===== src/rtl/interp_serializer_10x_if.sv =====
// Burst-in / stream-out bus between the 10x interpolator, the serializer and the PDM modulator.
// The master drives a ten-sample burst with a load strobe; the slave returns the serial stream.
interface interp_serializer_10x_if #(
    parameter int WIDTH = 8
);
    logic             load;
    logic [WIDTH-1:0] sample_y0;
    logic [WIDTH-1:0] sample_y1;
    logic [WIDTH-1:0] sample_y2;
    logic [WIDTH-1:0] sample_y3;
    logic [WIDTH-1:0] sample_y4;
    logic [WIDTH-1:0] sample_y5;
    logic [WIDTH-1:0] sample_y6;
    logic [WIDTH-1:0] sample_y7;
    logic [WIDTH-1:0] sample_y8;
    logic [WIDTH-1:0] sample_y9;
    logic [WIDTH-1:0] sample_out;
    logic             sample_valid;
    logic             frame_start;

    modport master (
        output load, sample_y0, sample_y1, sample_y2, sample_y3, sample_y4,
               sample_y5, sample_y6, sample_y7, sample_y8, sample_y9,
        input  sample_out, sample_valid, frame_start
    );

    modport slave (
        input  load, sample_y0, sample_y1, sample_y2, sample_y3, sample_y4,
               sample_y5, sample_y6, sample_y7, sample_y8, sample_y9,
        output sample_out, sample_valid, frame_start
    );
endinterface


===== src/rtl/interp_serializer_10x.sv =====
// Ping-pong serializer: captures ten interpolated samples per load and replays one per 480 kHz tick.
// Define INTERP_SER_UNDERRUN_HOLD_EN to repeat the last sample on underrun instead of MIDSCALE.
module interp_serializer_10x #(
    parameter int WIDTH    = 8,
    parameter int MIDSCALE = 128
) (
    input  logic                     clk,
    input  logic                     reset,
    input  logic                     clk_en_10x,
    input  logic                     clr_flags,
    interp_serializer_10x_if.slave   bus,
    output logic                     underrun,
    output logic                     overrun,
    output logic                     busy
);

    localparam logic [1:0] IDLE    = 2'd0;
    localparam logic [1:0] RUN     = 2'd1;
    localparam logic [1:0] STARVED = 2'd2;

    localparam logic [WIDTH-1:0] FILLER = WIDTH'(MIDSCALE);
    localparam logic [3:0]       LAST   = 4'd9;

    logic [1:0]       state;
    logic [3:0]       idx;
    logic             pend_valid;
    logic [WIDTH-1:0] pend [10];
    logic [WIDTH-1:0] act  [10];
    logic [WIDTH-1:0] sample_out;
    logic             sample_valid;
    logic             frame_start;

    logic consume;
    logic advance;
    logic starve;
    logic set_overrun;
    logic set_underrun;

    always_comb begin
        consume      = clk_en_10x && (idx == 4'd0) && pend_valid;
        advance      = clk_en_10x && (state == RUN) && (idx != 4'd0);
        // Boundary or starved tick with nothing pending; IDLE stays silent.
        starve       = clk_en_10x && (state != IDLE) && (idx == 4'd0) && !pend_valid;
        set_overrun  = bus.load && pend_valid && !consume;
        set_underrun = starve && (state == RUN);
    end

    // NOTE: sample banks carry no reset; pend_valid and the FSM already make stale contents unreachable.
    always_ff @(posedge clk) begin
        if (bus.load) begin
            pend[0] <= bus.sample_y0;
            pend[1] <= bus.sample_y1;
            pend[2] <= bus.sample_y2;
            pend[3] <= bus.sample_y3;
            pend[4] <= bus.sample_y4;
            pend[5] <= bus.sample_y5;
            pend[6] <= bus.sample_y6;
            pend[7] <= bus.sample_y7;
            pend[8] <= bus.sample_y8;
            pend[9] <= bus.sample_y9;
        end
        if (consume) begin
            act <= pend;
        end
    end

    // NOTE: non-blocking assignments throughout, so act/pend swap reads the pre-edge pend contents.
    always_ff @(posedge clk) begin
        if (reset) begin
            state        <= IDLE;
            idx          <= 4'd0;
            pend_valid   <= 1'b0;
            sample_out   <= FILLER;
            sample_valid <= 1'b0;
            frame_start  <= 1'b0;
            underrun     <= 1'b0;
            overrun      <= 1'b0;
        end else begin
            sample_valid <= 1'b0;
            frame_start  <= 1'b0;

            if (bus.load) begin
                pend_valid <= 1'b1;
            end

            if (consume) begin
                sample_out   <= pend[0];
                idx          <= 4'd1;
                sample_valid <= 1'b1;
                frame_start  <= 1'b1;
                state        <= RUN;
                if (!bus.load) begin
                    pend_valid <= 1'b0;
                end
            end else if (advance) begin
                sample_out   <= act[idx];
                idx          <= (idx == LAST) ? 4'd0 : idx + 4'd1;
                sample_valid <= 1'b1;
            end else if (starve) begin
`ifdef INTERP_SER_UNDERRUN_HOLD_EN
                sample_out   <= sample_out;
`else
                sample_out   <= FILLER;
`endif
                sample_valid <= 1'b1;
                state        <= STARVED;
            end

            // Set has priority over clear on both sticky flags.
            if (set_underrun) begin
                underrun <= 1'b1;
            end else if (clr_flags) begin
                underrun <= 1'b0;
            end

            if (set_overrun) begin
                overrun <= 1'b1;
            end else if (clr_flags) begin
                overrun <= 1'b0;
            end
        end
    end

    assign busy             = (state == RUN) || (state == STARVED);
    assign bus.sample_out   = sample_out;
    assign bus.sample_valid = sample_valid;
    assign bus.frame_start  = frame_start;

endmodule


===== src/flat_wrapper.sv =====
// flat-port wrapper written by rule: the top's interface ports become plain ports
module interp_serializer_10x_flat 
#(
    parameter int WIDTH    = 8,
    parameter int MIDSCALE = 128
)
  (clk, reset, clk_en_10x, clr_flags, underrun, overrun, busy, bus_load, bus_sample_y0, bus_sample_y1, bus_sample_y2, bus_sample_y3, bus_sample_y4, bus_sample_y5, bus_sample_y6, bus_sample_y7, bus_sample_y8, bus_sample_y9, bus_sample_out, bus_sample_valid, bus_frame_start);
  interp_serializer_10x_if #(.WIDTH(WIDTH)) bus_i ();
  input  logic clk;
  input  logic reset;
  input  logic clk_en_10x;
  input  logic clr_flags;
  output logic underrun;
  output logic overrun;
  output logic busy;
  input wire logic [$bits(bus_i.load)-1:0] bus_load;
  input wire logic [$bits(bus_i.sample_y0)-1:0] bus_sample_y0;
  input wire logic [$bits(bus_i.sample_y1)-1:0] bus_sample_y1;
  input wire logic [$bits(bus_i.sample_y2)-1:0] bus_sample_y2;
  input wire logic [$bits(bus_i.sample_y3)-1:0] bus_sample_y3;
  input wire logic [$bits(bus_i.sample_y4)-1:0] bus_sample_y4;
  input wire logic [$bits(bus_i.sample_y5)-1:0] bus_sample_y5;
  input wire logic [$bits(bus_i.sample_y6)-1:0] bus_sample_y6;
  input wire logic [$bits(bus_i.sample_y7)-1:0] bus_sample_y7;
  input wire logic [$bits(bus_i.sample_y8)-1:0] bus_sample_y8;
  input wire logic [$bits(bus_i.sample_y9)-1:0] bus_sample_y9;
  output wire logic [$bits(bus_i.sample_out)-1:0] bus_sample_out;
  output wire logic [$bits(bus_i.sample_valid)-1:0] bus_sample_valid;
  output wire logic [$bits(bus_i.frame_start)-1:0] bus_frame_start;
  assign bus_i.load = bus_load;
  assign bus_i.sample_y0 = bus_sample_y0;
  assign bus_i.sample_y1 = bus_sample_y1;
  assign bus_i.sample_y2 = bus_sample_y2;
  assign bus_i.sample_y3 = bus_sample_y3;
  assign bus_i.sample_y4 = bus_sample_y4;
  assign bus_i.sample_y5 = bus_sample_y5;
  assign bus_i.sample_y6 = bus_sample_y6;
  assign bus_i.sample_y7 = bus_sample_y7;
  assign bus_i.sample_y8 = bus_sample_y8;
  assign bus_i.sample_y9 = bus_sample_y9;
  assign bus_sample_out = bus_i.sample_out;
  assign bus_sample_valid = bus_i.sample_valid;
  assign bus_frame_start = bus_i.frame_start;
  interp_serializer_10x #(.WIDTH(WIDTH), .MIDSCALE(MIDSCALE)) u_core (.clk(clk), .reset(reset), .clk_en_10x(clk_en_10x), .clr_flags(clr_flags), .bus(bus_i), .underrun(underrun), .overrun(overrun), .busy(busy));
endmodule

===== config.mk =====
export PLATFORM = sky130hd
export DESIGN_NAME = interp_serializer_10x_flat
export DESIGN_NICKNAME = d
export VERILOG_FILES = /design/src/rtl/interp_serializer_10x_if.sv /design/src/rtl/interp_serializer_10x.sv /design/src/flat_wrapper.sv
export SDC_FILE = /design/constraint.sdc
export NUM_CORES = 1
export LEC_CHECK = 0
export CORE_MARGIN = 5
export CORE_UTILIZATION = 53
export DETAILED_ROUTE_END_ITERATION = 8
export GPL_TIMING_DRIVEN = 1
export PLACE_DENSITY_LB_ADDON = 0.12
export SLEW_MARGIN = 20
export SYNTH_ARGS = -nofsm -noshare
export SYNTH_HDL_FRONTEND = slang
export SYNTH_SLANG_ARGS = --single-unit

===== constraint.sdc =====
create_clock -name clk -period 2.4 [get_ports clk]
set_clock_uncertainty 0.1 [all_clocks]
set_input_delay 0.48 -clock clk [delete_from_list [all_inputs] [get_ports clk]]
set_output_delay 0.48 -clock clk [all_outputs]
set_load 0.01 [all_outputs]

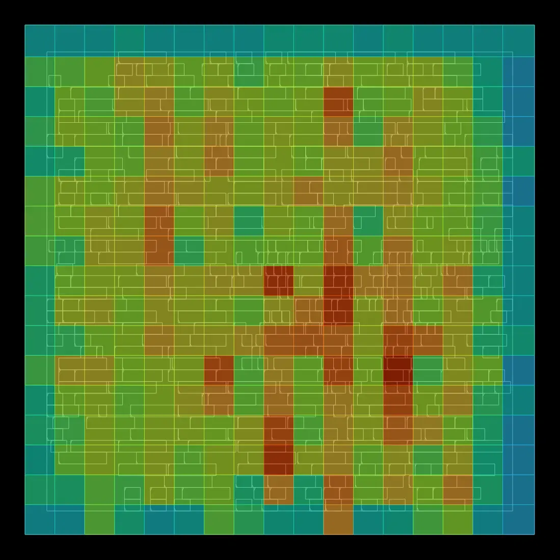
Figure 1: routing congestion map.
Wirelength per Cell: 18.3 um
Most Crowded Layer GR: met2

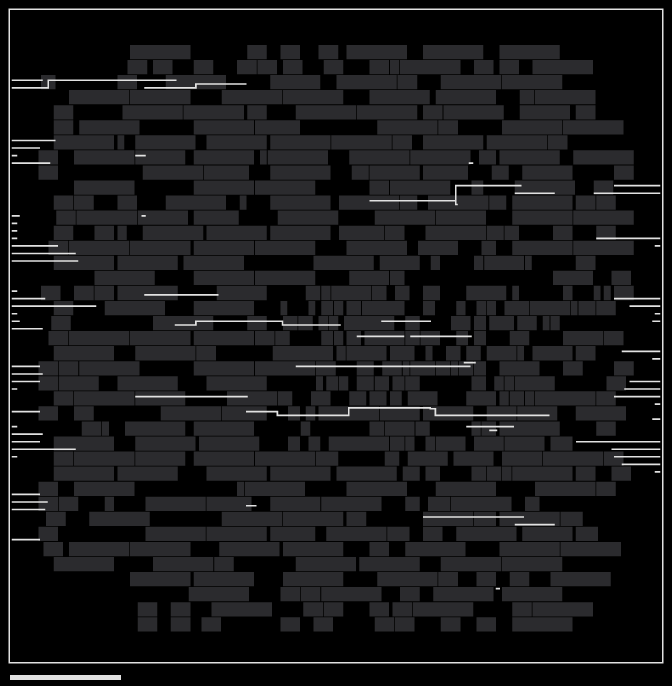
Figure 2: M3 wires.
Scale bar: 20 um. Cells faint in the background.
longest straight run: 31.3 um
main direction: horizontal
share of all routed wire: 5.4%
wire length on this layer: 576 um

==> reports/qor.txt <==
outcome: finished, final reports clean
routed vias: 3,067
Overall Power: 6.39 mW
Comb area share: 0.133
number of cells in the finished layout apart from fillers: 579
Post-DRT Antenna Nets: 0
Slew Limit Fails: 0
most frequent logic cell in the layout: edfxtp_1
OpenROAD warning count: 27
clk latency late pin: 0.42 ns
TritonCTS clock tree: built
CTS Buf Count: 17
Setup Slack @ Placement: -0.00724 ns
Gate power share: 0.062
placed inst area: 0.00732 mm^2
RSZ-0062 raised after global routing: false
Main logic family: AND-OR/OR-AND gates
yosys stat area: 0.00615 mm^2
dominant synthesized flop cell: edfxtp_1
total track usage: 0.161
Yosys warnings: 0
# IOs: 98
R2R setup slack: 0.28 ns
hold path depth: 0
die width: 118 um
Max Used Layer: met4
top cell category: flip-flops and latches
comb pwr: 398 uW
placer congestion estimate: 0.863
vias in the first global route: 3,246
Die H: 118 um
final setup violation count: 0
Signal buffers: 111
synthesized instance count: 308
Yosys cell types: 46
crit path buf inv count: 2
Final Hold Vio Count: 0
startpoint types: flop
# diodes: 0
switching part of the total: 0.201
relative slew slack: 0.602
Post-CTS Setup Repair Bufs: 0
Setup crit end kind: output port
origin of the worst min-delay path: u_core.pend[44]
crit path time final: 2.21 ns
register area: 0.00497 mm^2
Sink Count: 172
post-route setup slack: 0.186 ns
WL met1: 4730 um
Post-synth EDFFs: 153
Setup crit end: busy
clock buffer count: 19
Final #Nets: 510
first-pass iteration count of the detailed router: 4
Core ar.: 0.0114 mm^2
Hold WC Path Type: reg2reg
global-route wire length before repair: 17,000 um
max_cap viols: 0
post-synth top area cell: edfxtp_1
residual overflow from global routing: 0
share of total power in sequential cells: 0.552
most instantiated cells after synthesis: edfxtp_1, dfxtp_1, nor3_1, a22oi_1, mux2i_1
met3 WL: 575 um
initial antenna violation count: 0
DRC: 0
row count: 39
Post-Synth XOR/XNOR Area: 0.00142
WP data arrival: 1.63 ns
wire length on met2: 5080 um
f_max: 452 MHz
met1 Resource Use GR: 0.217
slowest cell on the critical path: clkdlybuf4s50_1
met3 usage: 0.0538
R2R Path End: u_core.bus.sample_out[4]
CP max FO: 3
IO Port Bufs: 97
worst flop-to-flop path startpoint: u_core.idx[1]
Worst Tran Pin Value: 0.597 ns
max FFs per register: 80
Cell area leaders: edfxtp_1, dfxtp_1, mux4_2
flop count: 172
Top cell area share: 0.747
yosys aoi share: 0.0600
Logic cell area: 0.00105 mm^2
post-synthesis cell area: 0.00615 mm^2
Adder Share, Synth: 0.00407
top flop regs: u_core.pend: 80 flops, u_core.act: 73 flops, u_core.bus.sample_out: 8 flops
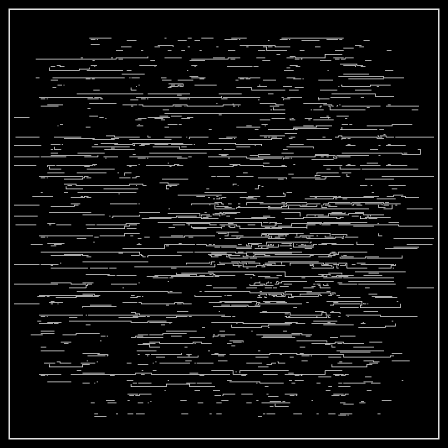
Figure 3: metal 1.
nets with wire on the layer: 468
wire length on this layer: 4,730 um
share of all routed wire: 45%
longest straight run: 33.1 um

Power and IR drop assume default switching activity.
